Metal 1:
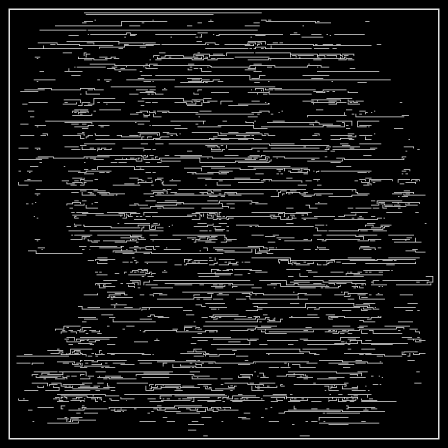
The metal 2 layer:
Bar = 20 um. Cells faint in the background.
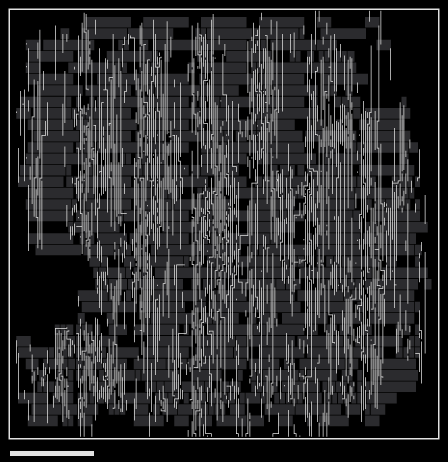
Design uart_tx_feed_fifo, sky130hd; sources not shown.
==> changes_impl.md <==
## Flow update

* Status: completed
* Yosys top cell by area: sky130_fd_sc_hd__edfxtp_1
* Overall Power at ~2.4 mW
* Final Skew at 0.009725 ns
* Netlist area before placement at about 6400 um^2
* Cell count after synthesis at around 580
* Number of maximum-capacitance constraint violations at 0
* Clock input transition at the sequential cells of the worst setup and hold paths at 0.06 ns
* Buffers on Ports at 31
* Number of buffers on the longest clock path at 2
* Clock insertion delay at the later pin of the skew report at 0.42 ns
* Level count of the clock H-tree at 4
* OpenROAD warning count at 30
* Transition time of the tightest slew-check pin at 0.8491 ns
* Area leader share at between 50% and 60%
* Post-layout net count at 627
* Area share of fa/ha/maj cells after synthesis at 1.558%
* Count of flip-flops with a built-in enable after synthesis at about 130
* DRT Pass-1 Iters at 5
* Buffering stage count on the worst path with inverters included at 2
* Gr usage total at 28.86%
* Syn Area/Cell at 11.10 um^2
* Element type at the critical path end: register
* Most frequent cell after synthesis: sky130_fd_sc_hd__nor2_1
* Placeable core region at between 9000 and 10000 um^2
* Wire length of the first global-routing pass at 21460 um
* Number of global-route vias before repair at 4345
* Total stage count of the critical path at 12
* Die height at 102.2 um
* Critical path's largest stage delay at 0.48 ns
* Yosys Chip Area at 6425 um^2
* Detailed-placement wirelength estimate at 8552 um
* Final worst-path cycle share at 51.00%
* Total of warnings raised by yosys at 0
* Critical Path Slowest Stage Cell: sky130_fd_sc_hd__clkdlybuf4s50_1
* Routability-driven placement congestion ratio at 0.8710
* Critical path's most frequent cell: sky130_fd_sc_hd__nand2_1
* Post-synthesis sequential area ratio at roughly 68%
* Biggest area cells: sky130_fd_sc_hd__edfxtp_1, sky130_fd_sc_hd__dfxtp_1, sky130_fd_sc_hd__nor2_1, sky130_fd_sc_hd__o21ai_0, sky130_fd_sc_hd__o211ai_1
* Maximum net fanout on the critical path at 6
* Fmax at between 300 and 400 MHz
* IR Drop Worst-Case VDD at 351.8 uV
* Max FFs per register at between 100 and 150
* Minimum setup slack among reg-to-reg paths at 2.98 ns
* Share of synthesized registers carrying an async set or reset at 0%
* Total of cells resized after clock tree synthesis at 0
* Final cell area excluding filler cells at 7313 um^2
* Total Negative Setup Slacks at 0 ns
* Clock tree from TritonCTS: done
* Die Size at 10440 um^2
* Clock sink total at 154
* Worst slack, placed at 2.405 ns
* Share of the synthesized netlist area taken by xor and xnor gates at 0.1363%
* Number of endpoints failing setup at the final stage at 0
* Number of antenna repair diodes at 0
* Number of DRC markers after the initial detailed-route iteration at roughly 390
* #FFs+latches synth at 154
* Worst path arrival time at roughly 3.3 ns
* Most numerous logic cell after layout: sky130_fd_sc_hd__nor2_1
* Minimum hold slack at 0.4585 ns
* Most instantiated logic cells after routing: sky130_fd_sc_hd__nor2_1, sky130_fd_sc_hd__edfxtp_1, sky130_fd_sc_hd__o21ai_0, sky130_fd_sc_hd__nand2_1, sky130_fd_sc_hd__inv_1
* Count of instantiated cells in the yosys netlist at 579
* Die Span X at 102.2 um
* Crit path required time at 6.05 ns
* Antenna Nets Post-Route at 0
## Picture notes: 'metal 1'
The wires run mostly horizontal. The layer holds 39% of the routed length. The layer carries 5450 um of wire. The longest straight run is 42.3 um.
final wirelength: 14070 um
total via count after detailed routing: 4519
GR Util met1: 35.34%

## Picture notes: 'the metal 2 layer'
The longest straight run is 45.6 um. The layer carries 7160 um of wire.
met2 demand-to-capacity share in global routing: 48.43%

## cell families (layout without fill, tap and decap cells)
logic type,after synthesis,count (layout)
xor+xnor,1,1
fa+ha+maj,8,8
flops,154,154
compound gates,120,120
buf+inv,65,104
simple gates,231,231
## per-stage QoR
step                      util [%]  instances
after floorplan                  -        579
after global placement       69.43        718
after detailed placement     69.43        718
after CTS                    74.96        750
after global routing         75.17        751
final                        75.17        751
## report_power, final
part	switching [mW]	internal, mW
clock	0.422	0.595
sequential	0.00792	1.23
combinational	0.125	0.0594
## per-layer routing
| metal | track usage [%] | share of wire [%] | vias up |
|---|---|---|---|
| met5 | 0 | 0 | - |
| met4 | 12.97 | 2.8 | 0 |
| met3 | 7.592 | 7.5 | 48 |
| met2 | 48.43 | 51 | 219 |
| met1 | 35.34 | 39 | 2172 |
| li1 | - | - | 2080 |
## tightest hold or removal path, cell delays in order (launching register included)
cell and delay [ns]:
sky130_fd_sc_hd__dfxtp_1 0.31, sky130_fd_sc_hd__inv_1 0.05, sky130_fd_sc_hd__a21oi_1 0.06
## cell type report
class / instances / area, um^2
Clock buffer: 19 / 475.5
Fill cell: 612 / 2416
Inverter: 38 / 142.6
Sequential cell: 154 / 4365
Tap cell: 133 / 166.4
Multi-Input combinational cell: 360 / 1755
Timing Repair Buffer: 34 / 345.3
Clock inverter: 13 / 62.56
No activity file was given, so power comes from the tool's default toggle rates.
